<file path="config.mk">
export PLATFORM = sky130hd
export DESIGN_NAME = muldiv_unit
export DESIGN_NICKNAME = d
export VERILOG_FILES = /design/src/rtl/muldiv_unit.sv
export SDC_FILE = /design/constraint.sdc
export NUM_CORES = 1
export LEC_CHECK = 0
export CAP_MARGIN = 40
export CORE_UTILIZATION = 30
export CTS_BUF_LIST = sky130_fd_sc_hd__clkbuf_4
export DETAILED_ROUTE_END_ITERATION = 12
export PLACE_DENSITY = 0.59
export SYNTH_ARGS = -nofsm -noshare
export SYNTH_HDL_FRONTEND = slang
export SYNTH_SLANG_ARGS = --single-unit
</file>
<file path="constraint.sdc">
create_clock -name clk -period 4.58 [get_ports clk]
set_input_delay 0.916 -clock clk [delete_from_list [all_inputs] [get_ports clk]]
set_output_delay 0.916 -clock clk [all_outputs]
set_load 0.1 [all_outputs]
</file>
<file path="src/rtl/muldiv_unit.sv">
// Iterative multiply/divide unit with architectural HI/LO registers.
// Optional MULDIV_FAST_MUL_EN: single-cycle multiply, divide stays iterative.
module muldiv_unit #(
  parameter int unsigned WIDTH = 32
) (
  input  logic             clk,
  input  logic             reset,
  input  logic             startE,
  input  logic [1:0]       opE,
  input  logic [WIDTH-1:0] srcaE,
  input  logic [WIDTH-1:0] srcbE,
  input  logic             cancel,
  input  logic             mthiW,
  input  logic             mtloW,
  input  logic [WIDTH-1:0] wdataW,
  output logic             busy,
  output logic             done,
  output logic [WIDTH-1:0] hi,
  output logic [WIDTH-1:0] lo
);

  localparam int unsigned CW = $clog2(WIDTH);
  localparam int unsigned PW = 2 * WIDTH;

  typedef enum logic [1:0] {IDLE, CALC, FIX} state_t;

  state_t           state_q, state_d;
  logic [CW-1:0]    cnt_q, cnt_d;
  logic             is_div_q, is_div_d;
  logic             neg_q, neg_d;
  logic             rneg_q, rneg_d;
  logic             dz_q, dz_d;
  logic [WIDTH-1:0] a_q, a_d;
  logic [WIDTH-1:0] b_q, b_d;
  logic [WIDTH-1:0] acc_q, acc_d;
  logic [WIDTH-1:0] hi_q, hi_d;
  logic [WIDTH-1:0] lo_q, lo_d;
  logic             done_q, done_d;

  logic             op_signed, sgn_a, sgn_b;
  logic [WIDTH-1:0] abs_a, abs_b;
  logic [WIDTH:0]   mul_sum, div_trial;
  logic [PW-1:0]    prod, prod_fix;
  logic [WIDTH-1:0] q_fix, r_fix;

  // Signed ops run on magnitudes; signs are restored in FIX.
  assign op_signed = ~opE[0];
  assign sgn_a     = op_signed & srcaE[WIDTH-1];
  assign sgn_b     = op_signed & srcbE[WIDTH-1];
  assign abs_a     = sgn_a ? WIDTH'(~srcaE + WIDTH'(1)) : srcaE;
  assign abs_b     = sgn_b ? WIDTH'(~srcbE + WIDTH'(1)) : srcbE;

  // {acc,b} is the product shift register (mul) or remainder:quotient (div).
  assign mul_sum   = {1'b0, acc_q} + (b_q[0] ? {1'b0, a_q} : {(WIDTH+1){1'b0}});
  assign div_trial = {acc_q, b_q[WIDTH-1]} - {1'b0, a_q};

  assign prod      = {acc_q, b_q};
  assign prod_fix  = neg_q ? PW'(~prod + PW'(1)) : prod;
  assign q_fix     = neg_q ? WIDTH'(~b_q + WIDTH'(1)) : b_q;
  assign r_fix     = rneg_q ? WIDTH'(~acc_q + WIDTH'(1)) : acc_q;

`ifdef MULDIV_FAST_MUL_EN
  logic [PW-1:0] fast_prod;
  assign fast_prod = PW'(abs_a) * PW'(abs_b);
`endif

  always_comb begin
    state_d  = state_q;
    cnt_d    = cnt_q;
    is_div_d = is_div_q;
    neg_d    = neg_q;
    rneg_d   = rneg_q;
    dz_d     = dz_q;
    a_d      = a_q;
    b_d      = b_q;
    acc_d    = acc_q;
    hi_d     = hi_q;
    lo_d     = lo_q;
    done_d   = 1'b0;
    if (mthiW) hi_d = wdataW;
    if (mtloW) lo_d = wdataW;
    unique case (state_q)
      IDLE: begin
        if (startE && !cancel) begin
          is_div_d = opE[1];
          neg_d    = sgn_a ^ sgn_b;
          rneg_d   = sgn_a;
          dz_d     = (srcbE == '0);
          acc_d    = '0;
          cnt_d    = CW'(WIDTH - 1);
          a_d      = opE[1] ? abs_b : abs_a;
          b_d      = opE[1] ? abs_a : abs_b;
          state_d  = CALC;
`ifdef MULDIV_FAST_MUL_EN
          if (!opE[1]) begin
            {acc_d, b_d} = fast_prod;
            state_d      = FIX;
          end
`endif
        end
      end
      CALC: begin
        if (cancel) begin
          state_d = IDLE;
        end else begin
          if (is_div_q) begin
            // Restoring step: keep the subtraction only if it did not borrow.
            if (!div_trial[WIDTH]) begin
              acc_d = div_trial[WIDTH-1:0];
              b_d   = {b_q[WIDTH-2:0], 1'b1};
            end else begin
              acc_d = {acc_q[WIDTH-2:0], b_q[WIDTH-1]};
              b_d   = {b_q[WIDTH-2:0], 1'b0};
            end
          end else begin
            acc_d = mul_sum[WIDTH:1];
            b_d   = {mul_sum[0], b_q[WIDTH-1:1]};
          end
          cnt_d = cnt_q - CW'(1);
          if (cnt_q == '0) state_d = FIX;
        end
      end
      FIX: begin
        state_d = IDLE;
        if (!cancel) begin
          done_d = 1'b1;
          if (is_div_q) begin
            // Divide by zero yields all-ones quotient; remainder equals dividend.
            lo_d = dz_q ? {WIDTH{1'b1}} : q_fix;
            hi_d = r_fix;
          end else begin
            lo_d = prod_fix[WIDTH-1:0];
            hi_d = prod_fix[PW-1:WIDTH];
          end
        end
      end
      default: state_d = IDLE;
    endcase
  end

  always_ff @(posedge clk or negedge reset) begin
    if (!reset) begin
      state_q  <= IDLE;
      cnt_q    <= '0;
      is_div_q <= 1'b0;
      neg_q    <= 1'b0;
      rneg_q   <= 1'b0;
      dz_q     <= 1'b0;
      a_q      <= '0;
      b_q      <= '0;
      acc_q    <= '0;
      hi_q     <= '0;
      lo_q     <= '0;
      done_q   <= 1'b0;
    end else begin
      state_q  <= state_d;
      cnt_q    <= cnt_d;
      is_div_q <= is_div_d;
      neg_q    <= neg_d;
      rneg_q   <= rneg_d;
      dz_q     <= dz_d;
      a_q      <= a_d;
      b_q      <= b_d;
      acc_q    <= acc_d;
      hi_q     <= hi_d;
      lo_q     <= lo_d;
      done_q   <= done_d;
    end
  end

  assign busy = (state_q != IDLE);
  assign done = done_q;
  assign hi   = hi_q;
  assign lo   = lo_q;

endmodule
</file>
run_1/m2.png
The bar under the picture is 50 um long.
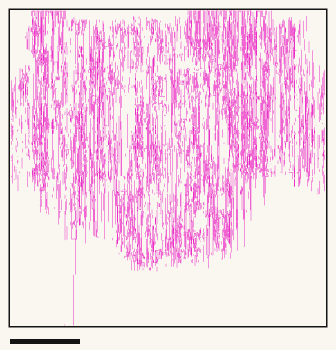
The layer holds 45% of the routed length. The longest straight run is 79.2 um. 1821 nets have wire on it.

run_1/floorplan.png
The bar under the picture is 50 um long. Pins as bars on the die edge.
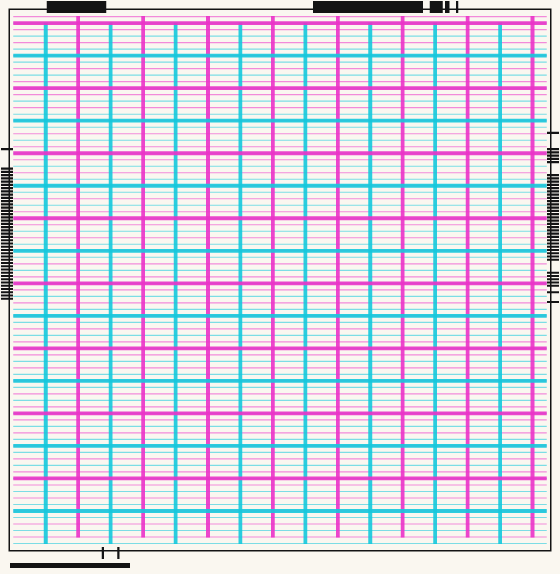
VSS: shown in cyan. VDD: shown in magenta.
16 straps on met4. 82 met1 rails follow the rows. The core has 81 rows. 170 signal pins sit on the boundary.
die width: 226 um
core area: 49200 um^2

==> flow_metrics.py, run 1 <==
# Generated from Yosys and OpenROAD reports
metrics = {
    "layout": {
        "final-clk-cell-share": 0.0123,
        "nonClkBufAreaFrac": 0.182,
        "synthToLayoutAreaGrowth_pct": 26.9,
        "logic_area_um2": 9980,
        "drive_above_1_share": 0.0980,
        "area_dominant_class": "multi-input combinational cells",
        "n_all_buffers": 295,
        "layout_top_cell": "nand2_1",
        "logic_gate_count": 1524,
        "seq_area_frac": 0.226,
        "final_cell_mix": "185 x nand2_1, 177 x a21oi_1, 174 x nor2_1",
    },
    "power": {
        "p_per_area_nw_per_um2": 503,
    },
    "global_routing": {
        "grt_max_degree": 76,
        "met3_usage": 0.0311,
        "grt_pass1_wl_mm": 86.9,
    },
    "placed_design": {
        "portBuffers": 169,
        "globalplace.congestion": 0.978,
    },
    "yosys": {
        "syn_inst": 1876,
        "yosysTopAreaCellShare": 0.286,
        "synth_seq_share": 0.286,
        "synth_stat.cells": 1876,
        "ys_ff": 172,
        "synth-edff-count": 0,
    },
    "detailed_routing": {
        "drc": 0,
        "vias": 15100,
        "dr.pass1.iters": 6,
    },
    "setup_path": {
        "cp-start-kind": "flop",
        "worstSetupPathType": "flop to flop",
        "crit_path_end": "acc_q[30]$_DFFE_PN0P_",
        "worstPathArrival_ns": 4.41,
        "timing.rr.start": "b_q[0]$_DFFE_PN0P_",
        "crit_chain": "inv_1, nor2_1, ha_1, a21oi_1, o21ai_0, buf_4, o211ai_1, nand3_1, a311oi_1, o21ai_0, a31oi_1, xnor2_1, nand2_1, nand3_1",
        "worstPathRequired_ns": 5.19,
        "path_max_fanout": 16,
    },
    "timing": {
        "maxSlewViolCount": 0,
        "fin_tns_setup_ns": 0,
        "setup_viol": 0,
        "hold_viol": 0,
    },
    "run_status": {
        "status": "finished, final reports clean",
    },
    "floorplan": {
        "taps": 664,
        "fp-row-count": 81,
    },
    "clock_network": {
        "cts.htree.levels": 4,
        "root_buffer": "clkbuf_4",
    },
    "flow_run": {
        "log.warning_count": 27,
    },
    "hold_path": {
        "min_path_type": "input pin to async pin",
    },
}
run_1/clock_nets.png
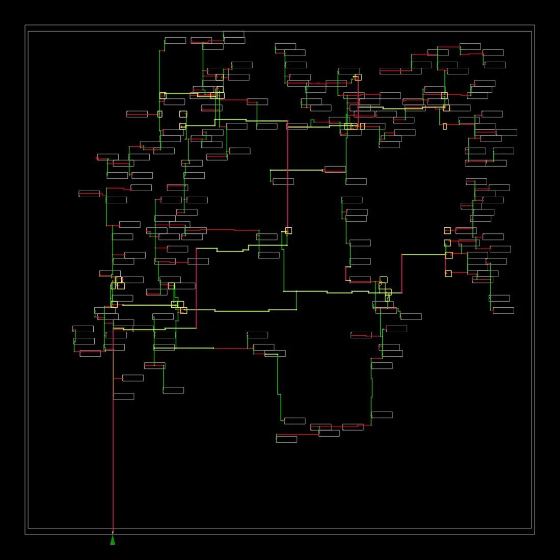
Clk power: 0.833 mW
Clock Skew: 0.0354 ns
clk latency late pin: 0.66 ns
clk sinks: 172

## run 1: worst max-delay path, delay by kind of cell (launching register included)
kind / cells / cell delay, ns
AOI/OAI and AO/OA: 6 / 1.71
xor gates and xnor gates: 1 / 0.14
adders and majority gates: 1 / 0.36
buffers and inverters: 2 / 0.60
DFF: 1 / 0.47
and+or+nand+nor: 4 / 0.50
## run 1: routing by layer
layer,routed length [um],part of all wire,up-vias
met5,0,0,-
met4,620,0.011,0
met3,3440,0.060,48
met2,25800,0.45,574
met1,27900,0.48,7362
li1,-,-,7153
## run 1: where the power goes
group	switching, mW	internal, mW
logic	3.89	2.49
clock network	0.604	0.229
registers	0.543	1.84
## run 1: cells by family (layout without fill, tap and decap cells)
group                    count (synthesis)  count (layout)  share of synthesized area
AND-OR/OR-AND                          581             581                      0.237
XOR/XNOR                               173             173                      0.101
adder cells (fa/ha/maj)                 72              72                     0.0609
buffers and inverters                  180             396                     0.0515
flip-flops                             172             172                      0.286
multiplexers                           115             115                     0.0772
other                                    0               1                          0
AND/OR/NAND/NOR                        583             583                      0.187
## run 1: stage by stage
step | setup WS (ns) | std cells | instance area, um^2 | utilization
2_1_floorplan | 1.32 | 1876 | 15000 | -
3_3_place_gp | 0.440 | 2653 | 17500 | 0.356
4_1_cts | 0.776 | 2756 | 19100 | 0.388
5_1_grt | 0.506 | 2757 | 19100 | 0.388
3_5_place_dp | 0.408 | 2724 | 18800 | 0.383
6_report | 0.778 | 2757 | 19100 | 0.388
## run 1: flip-flops by register name (all words and copies together), names as in the netlist
register  cells
a_q          32
acc_q        32
b_q          32
cnt_q         5
done          1
dz_q          1
hi           32
is_div_q      1
lo           32
neg_q         1
rneg_q        1
state_q       2
run_1/layers.png
The bar under the picture is 50 um long. Only two layers are drawn.
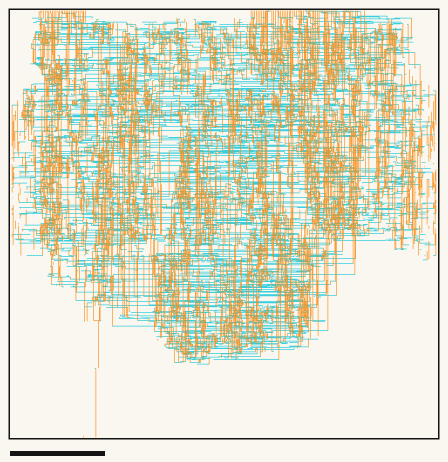

## Run 2: what changed since run 1
PLACE_DENSITY = 0.61   (was 0.59)
clock period = 3.4 ns   (was 4.58 ns; I/O delays follow)
run_2/layers.png
The bar under the picture is 50 um long. Only two layers are drawn.
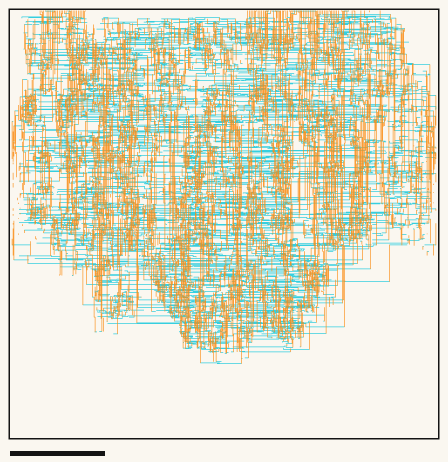
M1: shown in cyan, wire length 27.7 mm. M2: shown in orange, wire length 26.1 mm.
Routed Wire Length: 59.3 mm
vias after detailed routing: 15600
DR WL/cell: 20.6 um
gr usage total: 0.230

==> run 2 against run 1 <==
Compared with the run above:
- synthesized cell count is the same
- fmax grew 15%
- sequential power grew 24%
- sequential cell count is the same
- largest cell class unchanged
- critical endpoint is now hi[25]$_DFF_PN0_
==> flow_metrics.py, run 2 <==
# Generated from Yosys and OpenROAD reports
metrics = {
    "run_status": {
        "status": "finished, final reports clean",
    },
    "layout": {
        "drive_above_1_share": 0.182,
        "fin_cells": 2877,
        "post-route-util": 0.393,
        "stdcell_area_um2": 19300,
        "final_cell_mix": "287 x buf_4, 185 x nand2_1, 175 x nor2_1, 175 x a21oi_1, 171 x dfrtp_1",
        "layout_top_cell": "buf_4",
    },
    "setup_path": {
        "timing.rr.start": "b_q[21]$_DFFE_PN0P_",
        "critPathTopFamily": "simple AND/OR/NAND/NOR gates",
        "cp-start-kind": "flop",
        "crit_chain": "or3_4, or4_4, nand4b_4, or4b_4, o21ai_2, a22o_4, and3_4, buf_4, a21oi_2, xnor2_1, a21oi_1",
        "worstPathRequired_ns": 3.93,
        "worstPathArrival_ns": 3.82,
        "crit_buf_inv": 1,
        "path_max_fanout": 4,
    },
    "yosys": {
        "synth_seq_share": 0.286,
        "ys_top_logic_family": "AND-OR/OR-AND gates",
        "synth.area.mux_share": 0.0772,
        "yosysTopAreaCellShare": 0.286,
        "ys_sh_xor": 0.101,
    },
    "timing": {
        "setup_viol": 0,
        "hold_viol": 0,
        "maxSlewViolCount": 0,
    },
    "clock_network": {
        "clk_latency_ns": 0.65,
        "root_buffer": "clkbuf_4",
        "cts.htree.levels": 4,
        "clock-sinks": 172,
    },
    "hold_path": {
        "min_path_type": "input pin to async pin",
    },
    "floorplan": {
        "die_x_um": 226,
        "core_um2": 49200,
    },
    "placed_design": {
        "placedCellCount": 2835,
        "globalplace.congestion": 0.961,
        "dpl_cell_area_um2": 18800,
    },
    "detailed_routing": {
        "dr.pass1.iters": 6,
        "drc": 0,
        "top_layer": "met4",
        "route.met2.wl_mm": 26.1,
        "wl_met3_mm": 4.87,
    },
    "power": {
        "p_per_area_nw_per_um2": 727,
    },
    "flow_run": {
        "log.warning_count": 30,
    },
    "global_routing": {
        "grt_pass1_wl_mm": 89.0,
    },
}
run_2/m2.png
The bar under the picture is 50 um long.
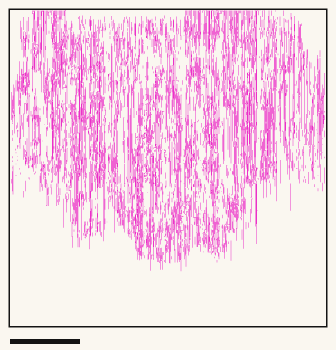
The layer holds 44% of the routed length. The layer carries 26.1 mm of wire. 1957 nets have wire on it. The wires run mostly vertical.
grt met2 use: 0.349

## run 2: cell types whose count changed in the layout (fill, tap and decap cells not counted), sizes merged
cell           previous run  this run
bufinv                    0         2
clkdlybuf4s50           165       106
clkinv                    9         7
clkinvlp                  2         3
clkbuf                   19        22
buf                     130       308
inv                      71        68
## run 2: logic make-up (layout without fill, tap and decap cells)
kind of cell,count (synthesis),after routing
buffers and inverters,180,516
adder cells (fa/ha/maj),72,72
AND-OR/OR-AND,581,581
other,0,1
XOR/XNOR,173,173
flip-flops,172,172
multiplexers,115,115
AND/OR/NAND/NOR,583,583
## run 2: power by group
group	total [mW]	switching (mW)	leakage (nW)	internal [mW]
combinational	9.81	5.78	6.34	4.03
sequential	2.96	0.472	2.07	2.49
clock	1.29	0.819	0.143	0.466
## run 2: routing by layer
layer	global-route usage	vias up
li1	-	7390
met5	0	-
met1	0.334	7572
met2	0.349	606
met3	0.0471	36
met4	0.0413	0
## run 2: metrics by stage
stage	setup WS [ns]	power (mW)	TNS (ns)
after detailed placement	-0.331	12.2	-4.77
after global routing	-0.00612	14.9	-0.00612
after floorplan	0.221	8.70	0
after CTS	0.0105	13.6	0
final	0.104	14.1	0
after global placement	-0.371	12.2	-4.52
## run 2: cell type report
type | count | area [um^2]
diodes | 1 | 2.50
clock buffers | 21 | 158
clock inverters | 11 | 120
fillers | 5065 | 29800
inverters | 69 | 259
multi-input cells | 1524 | 10100
flip-flops and latches | 172 | 4310
well taps | 664 | 831
repair buffers | 415 | 3550
## run 2: timing repair
item / CTS / global route
resized: 4 / 27
endpoints found under the setup margin: 11 / 30
pin swaps: 2 / 15
gates cloned: 0 / 1
hold buffers: 0 / 0
setup buffers: 2 / 7
Power is estimated from default activity; no workload was simulated.
